==> config.mk <==
export PLATFORM = sky130hd
export DESIGN_NAME = store_unit_flat
export DESIGN_NICKNAME = d
export VERILOG_FILES = /design/src/rtl/store_unit_pkg.sv /design/src/rtl/store_unit_if.sv /design/src/rtl/store_align.sv /design/src/rtl/store_unit.sv /design/src/flat_wrapper.sv
export SDC_FILE = /design/constraint.sdc
export NUM_CORES = 1
export LEC_CHECK = 0
export CAP_MARGIN = 20
export CORE_MARGIN = 4
export CORE_UTILIZATION = 38
export DETAILED_ROUTE_END_ITERATION = 8
export MAX_ROUTING_LAYER = met4
export PLACE_DENSITY = 0.81
export SYNTH_ARGS = -nofsm -noshare
export SYNTH_HDL_FRONTEND = slang
export SYNTH_SLANG_ARGS = --single-unit
==> constraint.sdc <==
create_clock -name clk -period 2.87 [get_ports clk]
set_input_delay 0.4305 -clock clk [delete_from_list [all_inputs] [get_ports clk]]
set_output_delay 0.4305 -clock clk [all_outputs]
set_load 0.02 [all_outputs]
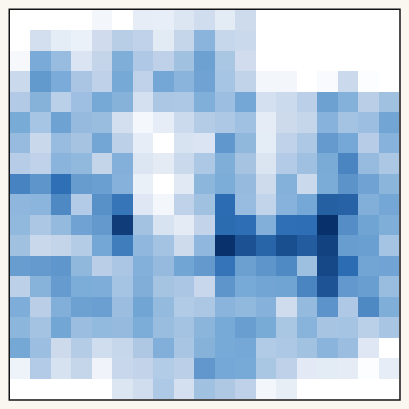
Fig. 1. Routed metal per tile (run 1).
Scale: 4 px per um. The die is cut into 19 by 19 equal tiles; white is low, dark blue is high, scaled to the fullest tile. Values are wire area over tile area, all layers added.
fullest tile	0.48
mean over tiles	0.17
nearly empty tiles	12%
tiles over half the peak	23%
drt wl/cell: 18.8 um
GRT Resource Usage Total: 19.1%

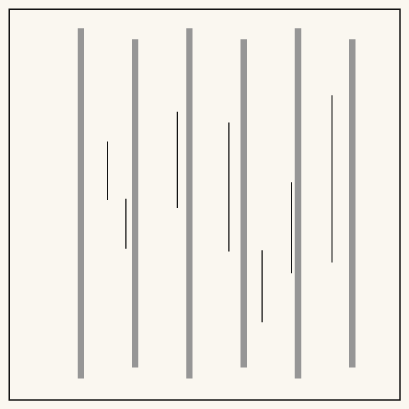
Fig. 2. Met4 routing (run 1).
Scale: 4 px per um. Supply wires on this layer in grey.
longest straight run	41.5 um
share of all routed wire	1.6%
wire length on this layer	164 um
main direction	vertical
nets with wire on the layer	4
Vias: 2614
DRT Wirelength: 9.97 mm

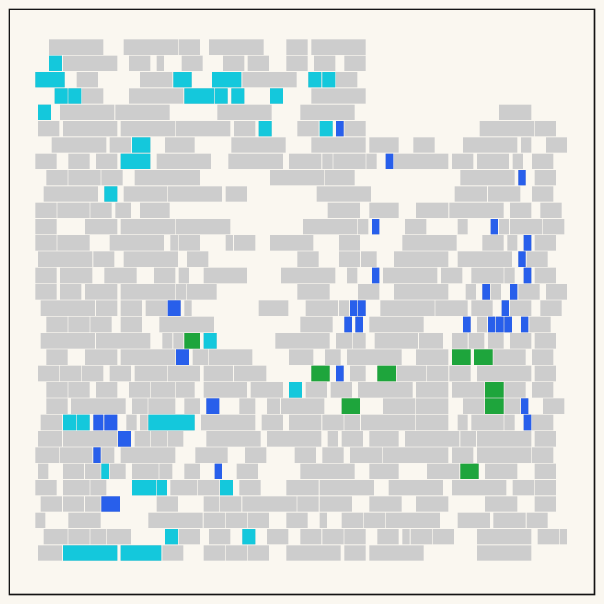
Fig. 3. Gate families picked out (run 1).
Scale: 6 px per um.
family	colour	cells	most used
nor cells	cyan	31	nor2b_1
nand cells	blue	33	nand2_1
non-inverting ao/oa cells	green	9	a22o_1
Layout Cells excl Fill: 530
Comb/total area: 27.2%

==> impl_metrics.tcl <==
# implementation run metrics
set metrics [dict create \
    status "complete, but fails checks" \
    violations "setup timing" \
    powerDensity_mw_per_mm2 374 \
    cp-start-kind "primary input" \
    cts-root-buf "clkbuf_8" \
    rows 32 \
    crit_slowest_cell "or3_4" \
    r2r_setup_slack_ns 1.20 \
    area_delta_synth_final_pct 80.1 \
    gr-total-overflow 0 \
    htreeDepth 3 \
    grt_pass1_vias 2776 \
    antenna_cells 0 \
    synth_chip_area_sq_mm 0.00303 \
    synth.cell_area_sq_mm 0.00303 \
    maxCapViolCount 0 \
    crit_family "simple AND/OR/NAND/NOR gates" \
    drt_iter0_drc 75 \
    port_buffers 145 \
    setup_viol 53 \
    via_per_inst 4.93 \
    warning_count 56 \
    skew_ns 0.00539 \
    fin_ws_ns -0.0714 \
    synthCells 253 \
    slew_violations 0 \
    drc_errors 0 \
    ios 176 \
    ir_drop_v 0.000265 \
    yosysTopAreaCellShare_pct 55.3 \
    dp_hpwl_mm 6.34 \
    place_ws_ns -0.703 \
    cts_buffer_depth 2 \
    worstPathRequired_ns 3.09 \
    crit_cells 12 \
    max_freq_mhz 340 \
    synth_flops 67 \
    postRouteAntennaNets 0 \
    synth_warnings 0 \
    finalPower_w 0.00204 \
    finalCritPeriodShare_pct 102 \
    globalplace.congestion 0.813 \
    drive_above_1_share_pct 28.0 \
    fin_crit_ns 2.94 \
    cts_sinks 67 \
    die_width_um 97.3 \
    endpoint_kind "register" \
    ys_cells 253 \
    antenna_found_initial 0 \
    crit_buf_inv 4 \
    die_y_um 97.3 \
    worst_pin_slew_ns 0.765 \
    critPathArrivalTime_ns 3.16 \
    die-area_sq_mm 0.00947 \
    synth_cell_types 33 \
    relSlewSlack_pct 49.0 \
    finalHoldViolCount 0 \
    core-area_sq_mm 0.00773 \
    cts_made_buffers 9 \
    synth_top_cell_by_area "dfrtp_1" \
    rsz0062_at_grt "yes" \
    path_cells "buf_8 -> nor4bb_4 -> nand2_2 -> or3_4 -> ha_4 -> a211oi_2 -> nand4_1 -> buf_4 -> nor4_4 -> buf_6 -> clkbuf_16 -> mux2_4" \
    ys_seq_share_pct 55.3 \
    path_max_fanout 5 \
    final_nets 527 \
    cts.clk_slew.worst_paths_ns 0.08 \
    fp_util_pct 39.2 \
    cts_tree "yes" \
    insertion_delay_ns 0.34 \
    power_leakage_nw 2.44 \
    postSynthAreaPerCell_sq_um 12.0 \
    dr.pass1.iters 5 \
    fin_setup_tns_ns -2.00 \
    cpPeakStageDelay_ns 0.42 \
    hp-class "primary input to async pin" \
    grt_pass1_wl_mm 14.1 \
    design_area_sq_mm 0.00546 \
    dp_cells 497 \
    largest_reg_flops 32 \
    grt_start_max_net_pins 37 \
    crit_type "primary input to register" \
    synthTopCellsByArea "dfrtp_1 (55%), mux2_2 (9.7%), mux2_1 (7.4%)" \
    r2r_cells 5 \
    postPlaceCellArea_sq_mm 0.00465 \
]
## run 1: power breakdown
part | internal, W | leakage [nW] | switching [W] | total, W
sequential | 0.000943 | 0.926 | 0.000000000248 | 0.000943
combinational | 0.000112 | 1.40 | 0.0000694 | 0.000181
clock | 0.000540 | 0.112 | 0.000376 | 0.000916
total | 0.00159 | 2.44 | 0.000446 | 0.00204
## run 1: cell usage in the layout (no fill, tap or decap), types with 7 or more instances in the layout
| master | n |
|---|---|
| buf_4 | 15 |
| mux2_4 | 46 |
| buf_6 | 7 |
| a22oi_1 | 8 |
| dfrtp_1 | 67 |
| buf_12 | 7 |
| o21ai_0 | 19 |
| a22o_1 | 8 |
| clkbuf_8 | 11 |
| nand2_1 | 26 |
| clkdlybuf4s50_1 | 136 |
| nor2b_1 | 15 |
## run 1: through the flow
| stage | util, % | hold slack [ns] |
|---|---|---|
| after floorplan | - | 0.135 |
| after global placement | 60.2 | 0.469 |
| after detailed placement | 60.2 | 0.474 |
| after CTS | 63.6 | 0.176 |
| after global routing | 70.6 | 0.216 |
| final | 70.6 | 0.153 |
## run 1: Yosys cell counts
master    instances
dfrtp_1          67
nand2_1          27
mux2_2           26
nor2b_1          21
mux2_1           20
o21ai_0          19
a22o_1            8
a22oi_1           8
buf_4             8
clkbuf_1          7
inv_1             4
nor4_1            4
buf_2             3
ha_1              3
nand2b_1          3
or2_2             3
a21oi_1           2
buf_1             2
buf_8             2
mux2i_1           2
nor2_1            2
a211oi_1          1
a21o_1            1
and2_1            1
conb_1            1
nand3_1           1
nand4_1           1
nand4b_1          1
nor3_1            1
nor3b_1           1
nor4_2            1
nor4bb_1          1
or3_1             1
## run 1: kinds of logic (layout without fill, tap and decap cells)
kind of cell,after synthesis,after routing,share of synthesized area (%)
other,1,4,0.124
flip-flops,67,67,55.3
multiplexers,48,48,17.8
buffers and inverters,26,198,5.08
AND/OR/NAND/NOR,69,69,12.2
adder cells (fa/ha/maj),3,3,1.24
AND-OR/OR-AND,39,39,8.26
## run 1: layer usage
metal	track usage, %	wire length, um	up-vias
li1	-	-	1209
met3	5.17	685	17
met1	23.1	4330	1266
met4	5.43	163	0
met5	-	0	-
met2	31.5	4790	122
## run 1: area by class of cell
class | instances | area, sq um
Timing Repair Buffer | 178 | 1920
Clock buffer | 11 | 151
Clock inverter | 5 | 83.8
Fill cell | 541 | 2270
Sequential cell | 67 | 1680
Multi-Input combinational cell | 163 | 1490
Tap cell | 102 | 128
Inverter | 4 | 15.0
## run 1: timing repair
item,4_1_cts,5_1_grt
endpoints found under the setup margin,69,69
hold endpoints to repair,0,0
pin swaps,3,8
hold buffers,0,0
setup buffers,2,4
cloned,0,11
gates resized,23,92
No activity file was given, so power comes from the tool's default toggle rates.
